**src/rtl/fir_mac_sequencer.sv**
```systemverilog
// Time-multiplexed FIR: one shared multiply-accumulate walks all taps per accepted sample,
// then rounds half-up, saturates to DW and holds the result until the consumer takes it.
module fir_mac_sequencer #(
    parameter int NTAPS = 8,
    parameter int DW    = 16,
    parameter int CW    = 16,
    parameter int ACCW  = 36
) (
    input  logic                     clk,
    input  logic                     rst,
    input  logic                     in_valid,
    output logic                     in_ready,
    input  logic signed [DW-1:0]     x_in,
    output logic                     out_valid,
    input  logic                     out_ready,
    output logic signed [DW-1:0]     y_out,
    input  logic                     cfg_we,
    input  logic [$clog2(NTAPS)-1:0] cfg_addr,
    input  logic signed [CW-1:0]     cfg_coef,
    output logic                     cfg_err,
    input  logic                     clr_hist
);
    localparam int AW = $clog2(NTAPS);
    localparam int PW = DW + CW;

    localparam logic [1:0] S_IDLE  = 2'd0;
    localparam logic [1:0] S_MAC   = 2'd1;
    localparam logic [1:0] S_ROUND = 2'd2;
    localparam logic [1:0] S_OUT   = 2'd3;

    localparam logic signed [ACCW-1:0] RND     = ACCW'(1) <<< (CW - 2);
    localparam logic signed [ACCW-1:0] SAT_MAX = (ACCW'(1) <<< (DW - 1)) - ACCW'(1);
    localparam logic signed [ACCW-1:0] SAT_MIN = ~SAT_MAX;

    logic [1:0]             state;
    logic signed [DW-1:0]   xmem [NTAPS];
    logic signed [CW-1:0]   cmem [NTAPS];
    logic signed [ACCW-1:0] acc;
    logic [AW-1:0]          wr_ptr;
    logic [AW-1:0]          k;
    logic [AW-1:0]          rd_idx;
    logic [AW-1:0]          wr_idx;
    logic signed [PW-1:0]   prod;
    logic signed [ACCW-1:0] prod_ext;
    logic                   accept;

    // Q1.(CW-1) product back to sample scale: add half an LSB, arithmetic shift, clamp.
    function automatic logic signed [DW-1:0] round_sat(input logic signed [ACCW-1:0] a);
        logic signed [ACCW-1:0] r;
        r = (a + RND) >>> (CW - 1);
        if (r > SAT_MAX)
            return SAT_MAX[DW-1:0];
        else if (r < SAT_MIN)
            return SAT_MIN[DW-1:0];
        return r[DW-1:0];
    endfunction

    always_comb begin
        accept   = in_valid && in_ready;
        rd_idx   = wr_ptr - k;
        wr_idx   = clr_hist ? '0 : wr_ptr;
        prod     = cmem[k] * xmem[rd_idx];
        prod_ext = {{(ACCW - PW){prod[PW-1]}}, prod};
    end

    always_ff @(posedge clk) begin
        if (rst) begin
            state     <= S_IDLE;
            in_ready  <= 1'b0;
            out_valid <= 1'b0;
            y_out     <= '0;
            cfg_err   <= 1'b0;
            acc       <= '0;
            wr_ptr    <= '0;
            k         <= '0;
            for (int i = 0; i < NTAPS; i++) begin
                xmem[i] <= '0;
                cmem[i] <= '0;
            end
        end else begin
            cfg_err <= cfg_we && (state != S_IDLE);
            case (state)
                S_IDLE: begin
                    if (cfg_we)
                        cmem[cfg_addr] <= cfg_coef;
                    // Clearing first lets a coincident sample land in the freshly zeroed slot 0.
                    if (clr_hist) begin
                        for (int i = 0; i < NTAPS; i++)
                            xmem[i] <= '0;
                        wr_ptr <= '0;
                    end
                    if (accept) begin
                        xmem[wr_idx] <= x_in;
                        acc          <= '0;
                        k            <= '0;
                        in_ready     <= 1'b0;
                        state        <= S_MAC;
                    end else begin
                        in_ready <= 1'b1;
                    end
                end
                S_MAC: begin
                    acc <= acc + prod_ext;
                    k   <= k + AW'(1);
                    if (k == AW'(NTAPS - 1))
                        state <= S_ROUND;
                end
                S_ROUND: begin
                    y_out     <= round_sat(acc);
                    out_valid <= 1'b1;
                    state     <= S_OUT;
                end
                default: begin
                    if (out_ready) begin
                        out_valid <= 1'b0;
                        wr_ptr    <= wr_ptr + AW'(1);
                        in_ready  <= 1'b1;
                        state     <= S_IDLE;
                    end
                end
            endcase
        end
    end
endmodule
```
**config.mk**
```make
export PLATFORM = sky130hd
export DESIGN_NAME = fir_mac_sequencer
export DESIGN_NICKNAME = d
export VERILOG_FILES = /design/src/rtl/fir_mac_sequencer.sv
export SDC_FILE = /design/constraint.sdc
export NUM_CORES = 1
export LEC_CHECK = 0
export ABC_AREA = 0
export CELL_PAD_IN_SITES_DETAIL_PLACEMENT = 1
export CELL_PAD_IN_SITES_GLOBAL_PLACEMENT = 2
export CORE_MARGIN = 4
export CORE_UTILIZATION = 40
export DETAILED_ROUTE_END_ITERATION = 7
export PLACE_DENSITY = 0.9
export SLEW_MARGIN = 20
export SYNTH_ARGS = -nofsm -noshare
export SYNTH_HDL_FRONTEND = slang
export SYNTH_SLANG_ARGS = --single-unit
```
**constraint.sdc**
```tcl
create_clock -name clk -period 8.4 [get_ports clk]
set_input_delay 2.1 -clock clk [delete_from_list [all_inputs] [get_ports clk]]
set_output_delay 2.1 -clock clk [all_outputs]
set_load 0.05 [all_outputs]
```
==> out/metrics.yaml, run 1 <==
status:
  status: "complete, no violations"
placed_design:
  dp_hpwl_mm: 55.2
  place_congestion: 0.890
  placed_area_mm2: 0.0280
  portBuffers: 59
floorplan:
  ios: 60
  dieArea_mm2: 0.0691
  die_h_um: 263
  fp_util: 0.404
  rows: 93
  die_w_um: 263
clock_tree:
  insertion_delay_ns: 0.57
  cts_inserted_buffers: 37
  cts.hold.buffers_added: 0
  cts_sinks: 322
  h-tree-depth: 2
  tritoncts: "done"
  cts_root_buf: "clkbuf_16"
  path_clk_slew_ns: 0.06
  cts.path.max_buffers: 3
synth:
  most_common_cell: "inv_1"
  synth_top_area_share: 0.296
  yosys_warnings: 0
  top_cells_by_count: "inv_1 (401), fa_1 (315), and2_1 (263)"
  synth_seq_share: 0.347
  synthFlopType: "edfxtp_1"
  synth_flops: 322
  async_reset_ff_frac: 0
  edf_count: 256
  syn_avg_cell_area_um2: 11.3
  synth_cells: 2296
  syn-cell-area_mm2: 0.0260
  fp_nets: 2767
  yosysCellCount: 2296
  top_area_cell: "edfxtp_1"
final_timing:
  maxSlewViolCount: 0
  finalCritPeriodShare: 0.967
  max_clock_freq_mhz: 123
  hold_viol_final: 0
  min_period_ns: 8.13
  fin_tns_setup_ns: 0
  worst_pin_slew_ns: 1.09
  clock_skew_ns: 0.0231
  slew_headroom: 0.265
drt:
  vias_per_cell: 5.35
  met1_length_mm: 30.1
  drt-initial-drc-count: 1327
  firstDrtPassIters: 5
  dr_wl_met3_mm: 4.14
  route.detailed.drc: 0
  finalWirelength_mm: 73.8
  antenna_left: 0
  top_layer: "met4"
  route.vias.total: 17603
  wire_per_inst_um: 22.4
global_route:
  grt_pass1_vias: 20222
  grtUsageTotal: 0.216
  grt_overflow: 0
  grt_start_max_net_pins: 57
  grt_pass1_wl_mm: 116
  antenna_found_initial: 0
worst_setup_path:
  arrival_ns: 8.58
  critPathKind: "register to register"
  slowest_stage: "fa_1"
  cp.required_ns: 8.85
  slowest_delay_ns: 0.55
  worst_setup_path_end_kind: "register"
  path_max_fanout: 10
  cp-start-kind: "register"
power_and_ir_drop:
  p_leak_uw: 0.0128
  power.density_mw_per_mm2: 417
  worst_ir_drop_vdd_mv: 0.549
final_layout:
  fin_util: 0.458
  drive_gt1_frac: 0.116
  final_cell_area_mm2: 0.0295
  nNetsFinal: 2881
job:
  max_cap_violations: 0
hold_path:
  holdCritPathClass: "register to register"
run 1: metrics by stage:
stage / hold WS, ns / instances / setup WS (ns) / power (uW)
after global routing: 0.538 / 3293 / -0.0460 / 13500
after global placement: 0.471 / 3208 / 0.0296 / 9950
after CTS: 0.498 / 3278 / 0.0213 / 12000
final: 0.492 / 3293 / 0.275 / 12300
after floorplan: 0.456 / 2296 / 0.198 / 8060
after detailed placement: 0.480 / 3208 / -0.269 / 10300
run 1: sequential cells by signal, indices dropped and copies added, names as in the netlist, named ones only:
name	flops
state	2
cfg_err	1
xmem	128
cmem	128
in_ready	1
out_valid	1
y_out	16
acc	36
wr_ptr	3
k	3
run 1: worst max-delay path: cells and delay by family, from the launching register on:
family | cells | cell delay [ns]
XOR/XNOR | 3 | 0.56
buffers and inverters | 9 | 0.83
AND/OR/NAND/NOR | 3 | 0.46
adder cells (fa/ha/maj) | 9 | 3.86
multiplexers | 2 | 0.72
AND-OR/OR-AND | 5 | 1.26
flip-flops | 1 | 0.31
run 1: per-layer routing:
metal,GRT usage,up-vias
met3,0.0356,127
li1,-,7705
met2,0.383,532
met1,0.272,9239
met4,0.0637,0
met5,0,-
run 1: cells in the final DEF, fill, tap and decap left out, types with 18 or more instances in the layout:
| cell | count |
|---|---|
| mux4_2 | 63 |
| xnor2_1 | 36 |
| buf_4 | 81 |
| clkdlybuf4s50_1 | 58 |
| edfxtp_1 | 256 |
| clkbuf_16 | 38 |
| nor2_1 | 214 |
| mux2i_1 | 22 |
| fa_1 | 312 |
| dfxtp_1 | 64 |
| a22oi_1 | 22 |
| a21oi_1 | 28 |
| or3_1 | 18 |
| inv_1 | 401 |
| and2_1 | 263 |
| nand2_1 | 138 |
| ha_1 | 111 |
run 1: where the power goes:
part / internal [uW] / switching [uW] / total (uW)
Combinational: 3540 / 5210 / 8750
Clock: 885 / 685 / 1570
Sequential: 1860 / 111 / 1970
Total: 6290 / 6010 / 12300
run 1: layout make-up:
type | instances | area (um^2)
Fill cell | 6842 | 34900
Multi-Input combinational cell | 1497 | 15400
Sequential cell | 322 | 9010
Inverter | 401 | 1510
Timing Repair Buffer | 151 | 1360
Tap cell | 855 | 1070
Clock buffer | 45 | 997
Clock inverter | 22 | 169
run 1: path summary, 6_finish.rpt:
path              cells after the start       from  slack (ns)        end
hold reg to reg                       2  y_out[15]        0.49  y_out[15]
setup / recovery                     31  wr_ptr[0]        0.27    acc[34]
setup reg to reg                     31  wr_ptr[0]        0.27    acc[34]
hold / removal                        2  y_out[15]        0.49  y_out[15]
run 1: logic make-up after synthesis:
| logic type | synth area share |
|---|---|
| flops | 0.347 |
| compound gates | 0.0449 |
| xor+xnor | 0.0205 |
| mux | 0.0786 |
| fa+ha+maj | 0.298 |
| simple gates | 0.141 |
| buf+inv | 0.0701 |
run 1: what timing repair did:
item	in CTS	in global routing
resized	3	39
gates cloned	0	0
pin swaps	3	9
buffers inserted	3	14
endpoints found under the setup margin	12	16
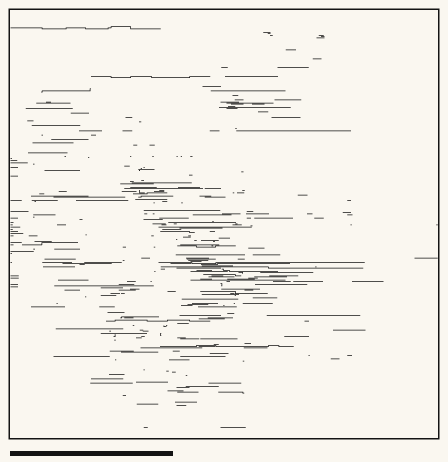
*M3 wires, run 1*
Scale bar: 100 um.
longest straight run: 91.3 um
wire length on this layer: 4140 um

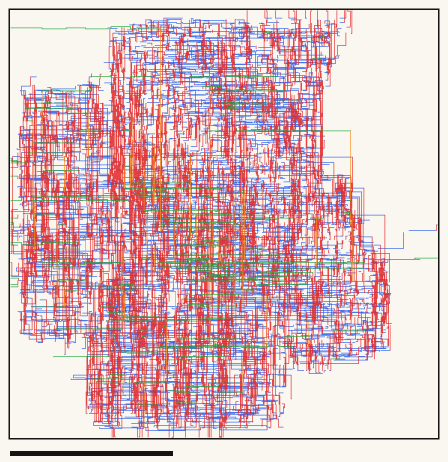
*Signal wires by layer, run 1*
Scale bar: 100 um.
legend:
  blue:
    layer: M1
    wire_length: 30.1 mm
  green:
    layer: M3
    wire_length: 4140 um
  orange:
    layer: M4
    wire_length: 1920 um
  red:
    layer: M2
    wire_length: 37.6 mm

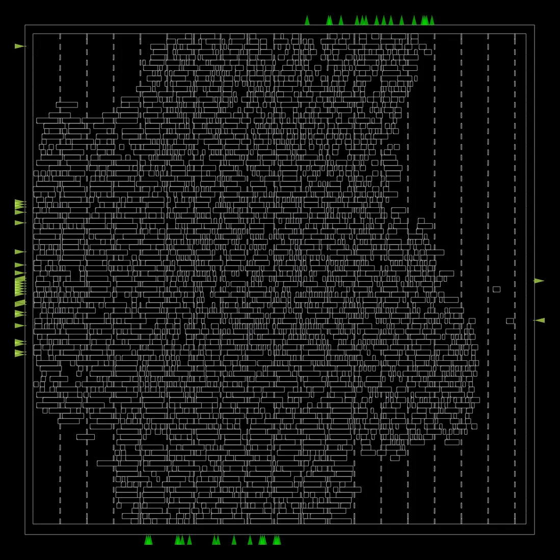
*Placed standard cells, run 1*
Core ar.: 0.0643 mm^2
tap cell count: 855

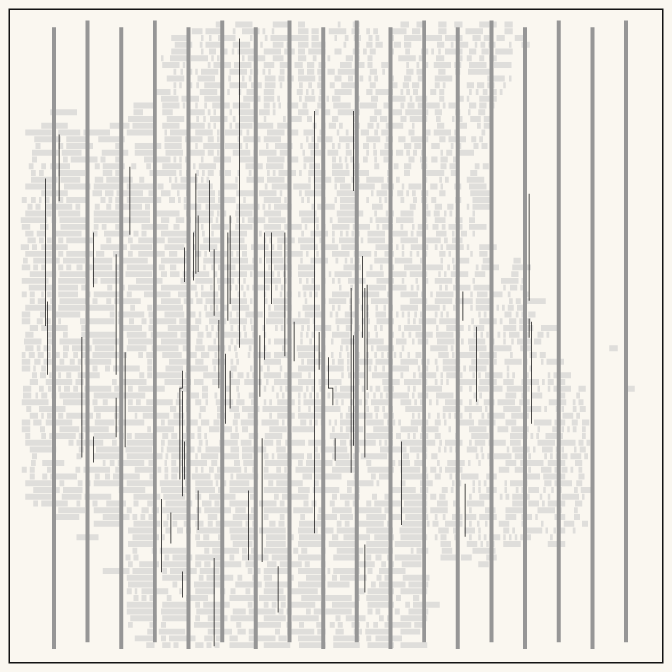
*Metal 4, run 1*
Supply wires on this layer in gray. Cells faint in the background.
wire length on this layer: 1920 um
share of all routed wire: 2.6%
longest straight run: 170 um
main direction: vertical

==> run 2, diff against run 1 <==
==> constraint.sdc (replaced) <==
create_clock -name clk -period 8.4 [get_ports clk]
set_input_delay 1.26 -clock clk [delete_from_list [all_inputs] [get_ports clk]]
set_output_delay 1.26 -clock clk [all_outputs]
set_load 0.05 [all_outputs]
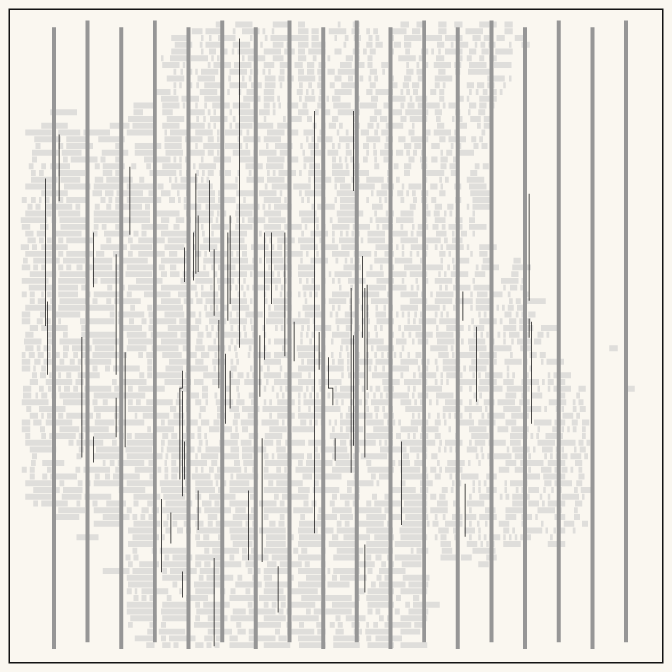
*Metal 4, run 2*
Supply wires on this layer in gray. Cells faint in the background.
main direction: vertical
nets with wire on the layer: 45
longest straight run: 170 um
wire length on this layer: 1920 um
share of all routed wire: 2.6%

==> run 2 against run 1 <==
Core utilization stayed put. Sequential power barely moved. Clock power about the same. Sequential share of layout area is the same. Register-to-register slack about the same. Design area unchanged. Sequential cell count unchanged. Hold slack did not move. Via count did not move. Wire length is the same. Critical path depth is the same. Clock skew unchanged. Largest power group unchanged.
==> out/metrics.yaml, run 2 <==
status:
  status: "complete, no violations"
worst_setup_path:
  cp.required_ns: 8.85  # about the same
  critPathKind: "register to register"
  rr_startpoint: "wr_ptr[0]"
  crit_start: "wr_ptr[0]"
  slowest_delay_ns: 0.55  # about the same
  cp-start-kind: "register"
  worst_setup_path_end_kind: "register"
  slowest_stage: "fa_1"
  path_max_fanout: 10  # unchanged
  arrival_ns: 8.58  # about the same
clock_tree:
  tritoncts: "done"
  cts_inserted_buffers: 37  # unchanged
  path_clk_slew_ns: 0.06  # about the same
  insertion_delay_ns: 0.57  # about the same
  cts_root_buf: "clkbuf_16"
  cts.path.max_buffers: 3  # unchanged
  h-tree-depth: 2  # unchanged
  cts_sinks: 322  # unchanged
floorplan:
  die_h_um: 263  # unchanged
  die_w_um: 263  # unchanged
  rows: 93  # unchanged
  ios: 60  # unchanged
  core_area_mm2: 0.0643  # unchanged
  fp_util: 0.404  # unchanged
  dieArea_mm2: 0.0691  # unchanged
synth:
  ys_area_mm2: 0.0260
  synthFlopType: "edfxtp_1"
  top_cells_by_count: "inv_1 (401), fa_1 (315), and2_1 (263)"
  edf_count: 256  # unchanged
  async_reset_ff_frac: 0  # unchanged
  synth_top_area_share: 0.296  # unchanged
  most_common_cell: "inv_1"
  area_leaders: "edfxtp_1 (30%), fa_1 (24%), and2_1 (6.3%)"
  top_area_cell: "edfxtp_1"
  yosys_warnings: 0  # unchanged
  fp_nets: 2767  # unchanged
  yosysCellCount: 2296  # unchanged
  synth_seq_share: 0.347  # unchanged
  synth_cells: 2296  # unchanged
  syn-cell-area_mm2: 0.0260  # unchanged
  synth_flops: 322  # unchanged
  synth.distinct_cells: 68
  syn_avg_cell_area_um2: 11.3  # unchanged
global_route:
  grt_pass1_wl_mm: 116  # unchanged
  grt_start_max_net_pins: 57  # unchanged
  antenna_found_initial: 0  # unchanged
  grt_overflow: 0  # unchanged
  grt_pass1_vias: 20222  # unchanged
  grtUsageTotal: 0.216  # unchanged
drt:
  finalWirelength_mm: 73.8  # unchanged
  route.detailed.drc: 0  # unchanged
  wire_per_inst_um: 22.4  # unchanged
  antenna_left: 0  # unchanged
  firstDrtPassIters: 5  # unchanged
  route.vias.total: 17603  # unchanged
  drt-initial-drc-count: 1327  # unchanged
  vias_per_cell: 5.35  # unchanged
final_layout:
  fin_util: 0.458  # unchanged
  layout_top_cell: "inv_1"
  nNetsFinal: 2881  # unchanged
  area_growth_syn_to_layout_pct: 13.4
  diodes: 0
  fin_cells: 3293  # unchanged
  final_cell_area_mm2: 0.0295  # unchanged
  drive_gt1_frac: 0.116  # unchanged
  top_regs: "cmem: 128 flops, xmem: 128 flops, acc: 36 flops"
  final_cell_mix: "inv_1 (401), fa_1 (312), and2_1 (263), edfxtp_1 (256), nor2_1 (214)"
power_and_ir_drop:
  p_total_uw: 12300  # unchanged
  worst_ir_drop_vdd_mv: 0.549  # unchanged
  power.density_mw_per_mm2: 417  # unchanged
  p_leak_uw: 0.0128  # unchanged
hold_path:
  holdCritPathClass: "register to register"
  worstHoldStart: "y_out[15]"
final_timing:
  worst_pin_slew_ns: 1.09  # unchanged
  maxSlewViolCount: 0  # unchanged
  setup_slack_ns: 0.275  # unchanged
  clock_skew_ns: 0.0231  # unchanged
  finalCritPeriodShare: 0.967  # unchanged
  max_clock_freq_mhz: 123  # unchanged
  hold_viol_final: 0  # unchanged
  min_period_ns: 8.13  # unchanged
  setup_viol: 0
  slew_headroom: 0.265  # unchanged
job:
  max_cap_violations: 0  # unchanged
  tool_warnings: 29
placed_design:
  place_ws_ns: -0.269  # unchanged
  portBuffers: 59  # unchanged
  placed_area_mm2: 0.0280  # unchanged
  post-place-cells: 3208  # unchanged
  place_congestion: 0.890  # unchanged
  dp_hpwl_mm: 55.2  # unchanged
[run 2: cell counts in the layout (fill, tap and decap cells not counted)]
No cell type changed its count.
[run 2: what timing repair did]
action / in CTS / in global routing
resized: 3 / 39
setup buffers: 3 / 14
setup endpoints to repair: 12 / 16
pin swaps: 3 / 9
hold buffers: 0 / 0
[run 2: layer usage]
metal | GRT usage | up-vias | wire [um]
li1 | - | 7705 | -
met1 | 0.272 | 9239 | 30100
met2 | 0.383 | 532 | 37600
met3 | 0.0356 | 127 | 4140
met4 | 0.0637 | 0 | 1920
met5 | 0 | - | 0
[run 2: metrics by stage]
step	hold slack [ns]	TNS, ns
2_1_floorplan	0.456	0
3_3_place_gp	0.471	0
3_5_place_dp	0.480	-1.13
4_1_cts	0.498	0
5_1_grt	0.538	-0.0879
6_report	0.492	0
[run 2: worst max-delay path, delay by kind of cell, from the launching register on]
kind	cells	cell delay (ns)
AND-OR/OR-AND	5	1.26
XOR/XNOR	3	0.56
adder cells (fa/ha/maj)	9	3.86
buffers and inverters	9	0.83
flip-flops	1	0.31
multiplexers	2	0.72
AND/OR/NAND/NOR	3	0.46
[run 2: layout make-up]
| cell class | count | area, um^2 |
|---|---|---|
| clock buffers | 45 | 997 |
| inverters | 401 | 1510 |
| repair buffers | 151 | 1360 |
| fillers | 6842 | 34900 |
| flip-flops and latches | 322 | 9010 |
| well taps | 855 | 1070 |
| multi-input cells | 1497 | 15400 |
| clock inverters | 22 | 169 |
[run 2: final timing paths]
check | slack, ns | cells past startpoint | to
max | 0.27 | 31 | acc[34]
min | 0.49 | 2 | y_out[15]
max reg2reg | 0.27 | 31 | acc[34]
min reg2reg | 0.49 | 2 | y_out[15]
[run 2: cell families (layout without fill, tap and decap cells)]
family          after synthesis  in the layout  synth area share
xor+xnor                     56             56            0.0205
flops                       322            322             0.347
compound gates              164            164            0.0449
fa+ha+maj                   430            430             0.298
mux                         118            118            0.0786
buf+inv                     477            619            0.0701
simple gates                729            729             0.141
[run 2: power by group]
group / leakage, uW / switching (uW) / internal (uW)
clock: 0.000561 / 685 / 885
sequential: 0.00327 / 111 / 1860
combinational: 0.00900 / 5210 / 3540
### Placed standard cells, run 2

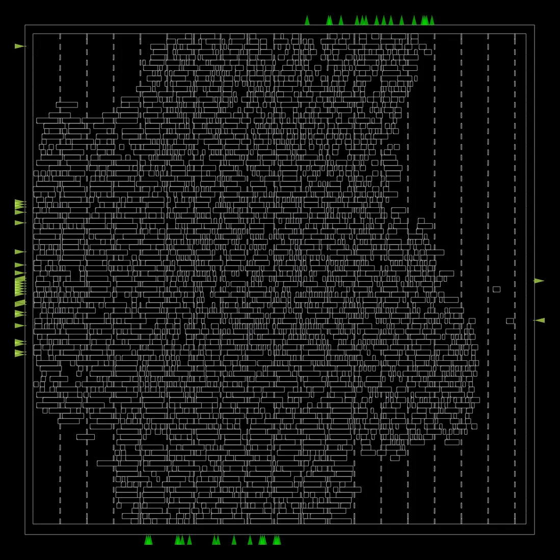

==> run 3, diff against run 2 <==
--- a/config.mk
+++ b/config.mk
@@ -9,9 +9,9 @@
 export CELL_PAD_IN_SITES_DETAIL_PLACEMENT = 1
 export CELL_PAD_IN_SITES_GLOBAL_PLACEMENT = 2
 export CORE_MARGIN = 4
-export CORE_UTILIZATION = 40
+export CORE_UTILIZATION = 47
 export DETAILED_ROUTE_END_ITERATION = 7
-export PLACE_DENSITY = 0.9
+export PLACE_DENSITY = 0.95
 export SLEW_MARGIN = 20
 export SYNTH_ARGS = -nofsm -noshare
 export SYNTH_HDL_FRONTEND = slang
==> constraint.sdc (replaced) <==
create_clock -name clk -period 9.5 [get_ports clk]
set_input_delay 1.425 -clock clk [delete_from_list [all_inputs] [get_ports clk]]
set_output_delay 1.425 -clock clk [all_outputs]
set_load 0.05 [all_outputs]
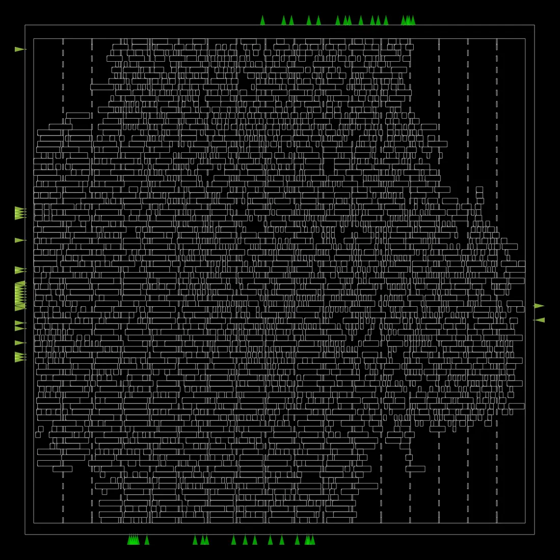
*Placed standard cells, run 3*
non-filler instance count after layout: 3107
final core occ: 0.533
Cell Rows: 85
Core ar.: 0.0542 mm^2

==> run 3 against run 2 <==
Sequential cell count unchanged. Area after synthesis unchanged. Sequential share of layout area up 0.59 points. Die size down 14%. Setup slack better by 0.21 ns. First-iteration DRC count down 9.8%. Clock skew up 0.016 ns. Power down 15%. Via count up 0.62%. Core utilization up 7.5 points. Critical path type unchanged. Highest routed layer is now met5.
==> out/metrics.yaml, run 3 <==
floorplan:
  dieArea_mm2: 0.0591  # -14%
  fp_util: 0.479  # +0.0753
  die_h_um: 243  # -7.5%
  die_w_um: 243  # -7.5%
  ios: 60  # unchanged
clock_tree:
  cts_inserted_buffers: 38  # +2.7%
  cts_root_buf: "clkbuf_16"
  cts.path.max_buffers: 3  # unchanged
  path_clk_slew_ns: 0.07  # about the same
  cts_sinks: 322  # unchanged
  cts.hold.buffers_added: 0  # unchanged
  tritoncts: "done"
  h-tree-depth: 2  # unchanged
  insertion_delay_ns: 0.58  # about the same
drt:
  firstDrtPassIters: 5  # unchanged
  finalWirelength_mm: 74.0  # +0.31%
  route.detailed.drc: 0  # unchanged
  wire_per_inst_um: 23.8  # +6.3%
  drt-initial-drc-count: 1197  # -9.8%
  route.vias.total: 17712  # +0.62%
  antenna_left: 0  # unchanged
final_layout:
  nNetsFinal: 2852  # -1.0%
  drive_gt1_frac: 0.0979  # -0.0182
  layout_top_cell: "inv_1"
  final_cell_mix: "inv_1 (401), fa_1 (315), and2_1 (263), edfxtp_1 (256), nor2_1 (212)"
  nFillCells: 5680  # -17%
power_and_ir_drop:
  worst_ir_drop_vdd_mv: 0.392  # -29%
  p_comb_frac: 0.696  # -0.016
  netSwitchingFraction: 0.488  # -0.000600
  clkPwrFrac: 0.137  # +0.009
  internal-power_uw: 5340  # -15%
  p_total_uw: 10400  # -15%
  seqPwrFrac: 0.168  # +0.008
synth:
  synth.cellmix.compoundShare: 0.0449  # unchanged
  ys_sh_xor: 0.0205  # unchanged
  top_area_cell: "edfxtp_1"
  yosysCellCount: 2296  # unchanged
  synth_top_area_share: 0.296  # unchanged
  syn_avg_cell_area_um2: 11.3  # unchanged
  synth_seq_share: 0.347  # unchanged
  yosys_warnings: 0  # unchanged
  top_cells_by_count: "inv_1 (401), fa_1 (315), and2_1 (263)"
  synth.distinct_cells: 68  # unchanged
  ys_area_mm2: 0.0260  # unchanged
  most_common_cell: "inv_1"
  synth_cells: 2296  # unchanged
  fp_nets: 2767  # unchanged
  ys_top_logic_family: "adder cells"
  edf_count: 256  # unchanged
  ys_sh_mux: 0.0786  # unchanged
  async_reset_ff_frac: 0  # unchanged
  synth_flops: 322  # unchanged
  ys_sh_adder: 0.298  # unchanged
global_route:
  grt_start_max_net_pins: 46  # -19%
  grt_overflow: 0  # unchanged
  grtUsageTotal: 0.255  # +0.0399
  grt_pass1_vias: 20587  # +1.8%
  antenna_found_initial: 1  # +1
  grt_pass1_wl_mm: 117  # +0.14%
placed_design:
  dp_hpwl_mm: 54.8  # -0.64%
  place_congestion: 0.900  # +1.1%
  portBuffers: 59  # unchanged
  placed_area_mm2: 0.0276  # -1.4%
worst_setup_path:
  path_max_fanout: 15  # +5
  slowest_stage: "fa_1"
  arrival_ns: 9.49  # +0.91 ns
  cp.required_ns: 9.97  # +1.12 ns
  rr_startpoint: "wr_ptr[0]"
  cp_num_buf_inv: 8  # -1
  slowest_delay_ns: 0.58  # +0.03 ns
  worst_setup_path_end_kind: "register"
hold_path:
  holdCritPathClass: "register to register"
  worstHoldStart: "y_out[15]"
final_timing:
  max_clock_freq_mhz: 111  # -9.9%
  finalCritPeriodShare: 0.949  # -0.0181
  min_period_ns: 9.02  # +0.892 ns
  clock_skew_ns: 0.0394  # +0.0163 ns
  fin_tns_setup_ns: 0  # unchanged
  setup_viol: 0  # unchanged
  hold_viol_final: 0  # unchanged
  slew_headroom: 0.226  # -0.0389
  hold_ws_ns: 0.488  # -0.00375 ns
  maxSlewViolCount: 0  # unchanged
job:
  tool_warnings: 30  # +3.4%
  max_cap_violations: 0  # unchanged
status:
  status: "complete, no violations"
## run 3: cell count changes in the layout (fill, tap and decap cells not counted), moves of 3 or more
cell,previous run,this run
fa_1,312,315
clkinv_1,10,5
a21oi_1,28,33
clkinv_2,4,7
buf_4,81,59
buf_12,5,2
fa_2,3,0
ha_2,4,1
ha_1,111,114
a21oi_2,5,0
mux2_2,11,17
mux2_4,6,0
buf_6,6,1
## run 3: metal layers
layer	GRT usage	up-vias	part of all wire
li1	-	7662	-
met1	0.310	9261	0.39
met2	0.458	618	0.51
met3	0.0450	169	0.065
met4	0.0922	2	0.035
met5	0	-	0.00018
## run 3: logic make-up (layout without fill, tap and decap cells)
kind of cell	count (synthesis)	after routing
AOI/OAI and AO/OA	164	164
xor gates and xnor gates	56	56
adders and majority gates	430	430
buffers and inverters	477	592
DFF	322	322
muxes	118	118
and+or+nand+nor	729	729
## run 3: path summary, 6_finish.rpt
| check | end | slack (ns) | cells after the start |
|---|---|---|---|
| worst min register to register | y_out[15] | 0.49 | 2 |
| worst max-delay path | acc[28] | 0.48 | 29 |
| worst max register to register | acc[28] | 0.48 | 29 |
| worst min-delay path | y_out[15] | 0.49 | 2 |
## run 3: power by group through the flow
stage | Clock [uW] | Sequential, uW | Combinational (uW)
CTS | 1450 | 1740 | 7250
finish | 1430 | 1750 | 7250
global route | 1520 | 1760 | 8300
global placement | 0 | 1760 | 6830
detailed placement | 0 | 1770 | 7200
floorplan | 0 | 1750 | 5380
## run 3: per-stage QoR
stage | worst slack [ns] | utilization
after floorplan | 1.30 | -
after global placement | 0.497 | 0.509
after detailed placement | 0.214 | 0.509
after CTS | 0.206 | 0.531
after global routing | 0.0475 | 0.533
final | 0.483 | 0.533
## run 3: tightest hold or removal path: cells and delay by family, from the launching register on
| kind | cells | cell delay [ns] |
|---|---|---|
| simple gates | 1 | 0.07 |
| flops | 1 | 0.32 |
| compound gates | 1 | 0.06 |
## run 3: cell type report
class,instances,area (um^2),area share
Clock inverter,23,195,0.00675
Tap cell,696,871,0.0301
Timing Repair Buffer,121,1080,0.0373
Clock buffer,47,1000,0.0348
Inverter,401,1510,0.0521
Sequential cell,322,9010,0.312
Multi-Input combinational cell,1497,15200,0.527
## run 3: what timing repair did
action / CTS / global route
resized: 0 / 1
endpoints found under the setup margin: 0 / 10
buffers inserted: 0 / 9
Power figures rest on the tool's default switching activity, not on a simulated workload.
